layer_met2.png
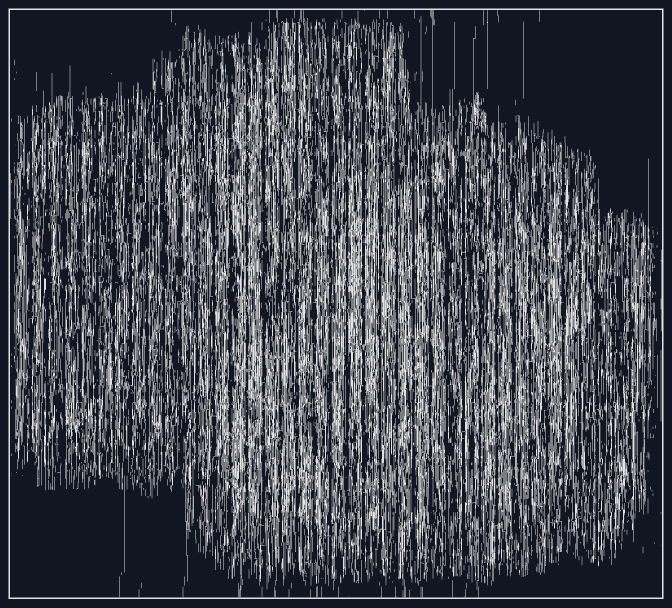
cell_density.png
27 x 24 tiles, from white (low) to dark blue (high), 0 to 100% covered.
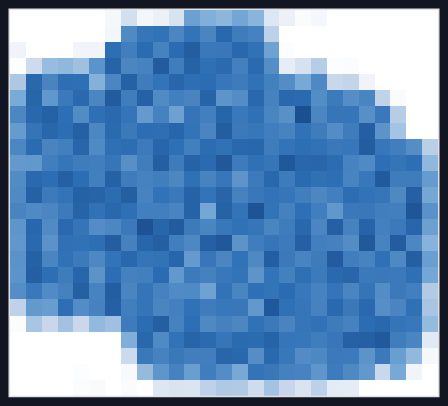
wires.png
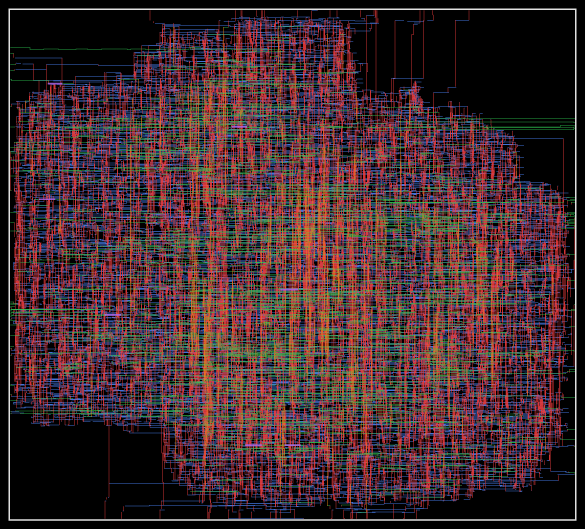
congestion.png
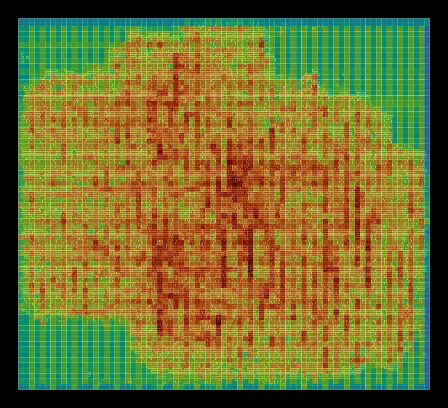
[src/rtl/fir_result_capture.sv]
// Sink for the fir_convolution output stream: drops `skip` fill beats, captures `length` samples,
// raises a sticky completion flag and offers a registered read port. FIR_RESULT_PEAK_EN adds peak |x| tracking.
module fir_result_capture #(
  parameter int length     = 60,
  parameter int data_width = 18,
  parameter int skip       = 0
) (
  input  logic                           clock,
  input  logic                           reset,
  input  logic                           enable,
  input  logic signed [3*data_width-1:0] data_in,
  input  logic                           read_enable,
  input  logic [$clog2(length)-1:0]      read_addr,
  output logic signed [3*data_width-1:0] data_out,
  output logic                           read_valid,
  output logic [$clog2(length+1)-1:0]    sample_count,
  output logic                           result_set_flag
`ifdef FIR_RESULT_PEAK_EN
  ,
  output logic [3*data_width-1:0]        peak_abs,
  output logic [$clog2(length)-1:0]      peak_addr
`endif
);

  localparam int sampleWidth = 3 * data_width;
  localparam int addrWidth   = $clog2(length);
  localparam int countWidth  = $clog2(length + 1);
  localparam logic [7:0] skipTarget = 8'(skip);
  localparam logic [countWidth-1:0] lastCount = countWidth'(length - 1);

  typedef enum logic [1:0] {IDLE, SKIP, CAPTURE, DONE} captureState;

  captureState stateReg, stateNext;
  logic [7:0] skipCountReg, skipCountNext;
  logic [countWidth-1:0] countReg, countNext;
  logic flagReg, flagNext;
  logic writeEn;
  logic [addrWidth-1:0] writeAddr;
  logic addrInRange;
  logic [sampleWidth-1:0] mem [length];

  // The running sample count doubles as the next write address.
  assign writeAddr       = countReg[addrWidth-1:0];
  assign sample_count    = countReg;
  assign result_set_flag = flagReg;

  always_ff @(posedge clock) begin
    if (reset) begin
      stateReg     <= IDLE;
      skipCountReg <= '0;
      countReg     <= '0;
      flagReg      <= 1'b0;
    end else begin
      stateReg     <= stateNext;
      skipCountReg <= skipCountNext;
      countReg     <= countNext;
      flagReg      <= flagNext;
    end
  end

  always_comb begin
    stateNext     = stateReg;
    skipCountNext = skipCountReg;
    countNext     = countReg;
    flagNext      = flagReg;
    writeEn       = 1'b0;
    case (stateReg)
      IDLE: begin
        if (enable) begin
          if (skip == 0) begin
            writeEn   = 1'b1;
            countNext = countWidth'(1);
            stateNext = CAPTURE;
          end else begin
            skipCountNext = 8'd1;
            stateNext     = (skip == 1) ? CAPTURE : SKIP;
          end
        end
      end
      SKIP: begin
        if (enable) begin
          skipCountNext = skipCountReg + 8'd1;
          if (skipCountReg + 8'd1 == skipTarget) begin
            stateNext = CAPTURE;
          end
        end
      end
      CAPTURE: begin
        if (enable) begin
          writeEn   = 1'b1;
          countNext = countReg + countWidth'(1);
          if (countReg == lastCount) begin
            stateNext = DONE;
            flagNext  = 1'b1;
          end
        end
      end
      DONE: begin
        stateNext = DONE;
      end
    endcase
  end

  // Reset beats are never written; buffer contents otherwise survive reset.
  always_ff @(posedge clock) begin
    if (writeEn && !reset) begin
      mem[writeAddr] <= data_in;
    end
  end

  // Only a non-power-of-two depth leaves address codes outside the buffer.
  generate
    if ((1 << addrWidth) > length) begin : gRangeCheck
      assign addrInRange = (read_addr < addrWidth'(length));
    end else begin : gFullRange
      assign addrInRange = 1'b1;
    end
  endgenerate

  always_ff @(posedge clock) begin
    if (reset) begin
      data_out   <= '0;
      read_valid <= 1'b0;
    end else begin
      read_valid <= read_enable;
      if (read_enable) begin
        data_out <= addrInRange ? mem[read_addr] : '0;
      end
    end
  end

`ifdef FIR_RESULT_PEAK_EN
  localparam logic [sampleWidth-1:0] mostNegative = {1'b1, {(sampleWidth-1){1'b0}}};
  localparam logic [sampleWidth-1:0] mostPositive = {1'b0, {(sampleWidth-1){1'b1}}};

  logic [sampleWidth-1:0] rawSample, sampleAbs, peakAbsReg;
  logic [addrWidth-1:0] peakAddrReg;

  assign rawSample = data_in;
  assign peak_abs  = peakAbsReg;
  assign peak_addr = peakAddrReg;

  // |most negative| has no positive twin, so it saturates.
  always_comb begin
    sampleAbs = rawSample;
    if (rawSample == mostNegative) begin
      sampleAbs = mostPositive;
    end else if (rawSample[sampleWidth-1]) begin
      sampleAbs = -rawSample;
    end
  end

  always_ff @(posedge clock) begin
    if (reset) begin
      peakAbsReg  <= '0;
      peakAddrReg <= '0;
    end else if (writeEn && (sampleAbs > peakAbsReg)) begin
      peakAbsReg  <= sampleAbs;
      peakAddrReg <= writeAddr;
    end
  end
`endif

endmodule

[config.mk]
export PLATFORM = sky130hd
export DESIGN_NAME = fir_result_capture
export DESIGN_NICKNAME = d
export VERILOG_FILES = /design/src/rtl/fir_result_capture.sv
export SDC_FILE = /design/constraint.sdc
export NUM_CORES = 2
export LEC_CHECK = 0
export ABC_CLOCK_PERIOD_IN_PS = 5600
export CAP_MARGIN = 30
export CORE_ASPECT_RATIO = 0.9
export CORE_MARGIN = 3
export CORE_UTILIZATION = 51
export DETAILED_ROUTE_END_ITERATION = 6
export PLACE_DENSITY = 0.67
export SLEW_MARGIN = 25
export SYNTH_ARGS = -nofsm -noshare
export SYNTH_HDL_FRONTEND = slang
export SYNTH_SLANG_ARGS = --single-unit
[constraint.sdc]
create_clock -name clock -period 5.6 [get_ports clock]
set_clock_uncertainty 0.2 [all_clocks]
set_input_delay 0.84 -clock clock [delete_from_list [all_inputs] [get_ports clock]]
set_output_delay 0.84 -clock clock [all_outputs]
set_load 0.01 [all_outputs]
==> flow_summary.ini <==
; physical design summary
[yosys]
synth_warnings = 0
most_instantiated_flip_flop_cell_in_the_synthesis_netlist = sky130_fd_sc_hd__edfxtp_1
syn_std_cell_area_sq_um = 127000
synth_area_in_xor_xnor_pct = 0.0760
mux_share_pct = 15.8

[finish]
layout_top_cells_excl_fill_tap = sky130_fd_sc_hd__edfxtp_1, sky130_fd_sc_hd__mux4_2, sky130_fd_sc_hd__clkbuf_16
clock_area_share_pct = 7.42
mostFrequentLayoutCell = sky130_fd_sc_hd__edfxtp_1

[timing]
timing.final.crit_share_pct = 68.3
max_slew.worst_pin.slew_ps = 1060
timing.final.ws_setup_ps = 1770

[critical_path]
path_cells = clkdlybuf4s50_1 -> nand2b_1 -> nor3_1 -> nand2_1 -> nor2_4 -> buf_4
path_buffers = 2
timing.reg2reg.worst_path_depth = 5
cp_top_family = simple AND/OR/NAND/NOR gates
r2r_setup_slack_ps = 2060

[routing]
drt_wl_total_mm = 352
ant_nets = 0
met3WireLength_mm = 43.9
first_iter_violations = 10217

[run_status]
outcome = completed

[power]
fin_total_pwr_w = 0.0518
pwr_density_cell_nw_per_um2 = 359

[cts]
root_buffer = sky130_fd_sc_hd__clkbuf_16
holdBufCountCts = 0

[min_path]
holdCritStartpoint = data_in[43]
min_path_cells = 1

[die]
core-area_sq_um = 246000
initial_core_util_pct = 51.6

[flow_run]
max_capacitance_violation_count = 0
About layer_met2.png:
The longest straight run is 189 microns. The layer holds 45% of the routed length.

About cell_density.png:
The fullest tile reaches 87%. The mean over all tiles is 55%. The emptiest ninth of the die: north-east. 20% of the tiles are over 75% full. 14% of the tiles are nearly empty.

About wires.png:
metal 2: shown in red, wire length 160 mm. metal 5: shown in purple, wire length 94.8 microns. metal 1: shown in blue, wire length 137 mm. metal 4: shown in orange, wire length 11,200 microns. metal 3: shown in green, wire length 43.9 mm.

About congestion.png:
global-route layer with the greatest usage: met2
met3 usage: 6.86%
met1 demand-to-capacity share in global routing: 40.8%
Post-Route Utilization: 58.8%
met2 Resource Use GR: 41.2%

[registers in the layout, indices dropped and copies added (netlist names)]
name             cells
stateReg             2
result_set_flag      1
mem               3240
read_valid           1
skipCountReg         8
data_out            54
sample_count         6
[worst reg2reg max path, cell delays in order (launching register included)]
cell                       delay (ps)
sky130_fd_sc_hd__dfxtp_1          340
sky130_fd_sc_hd__nand2b_1         190
sky130_fd_sc_hd__nor3_1           770
sky130_fd_sc_hd__nand2_1          660
sky130_fd_sc_hd__nor2_4           290
sky130_fd_sc_hd__buf_4            610
[report_power, final]
part	switching (W)	internal (W)
combinational	0.00160	0.000889
sequential	0.0000828	0.0273
clock	0.00924	0.0127
total	0.0109	0.0409
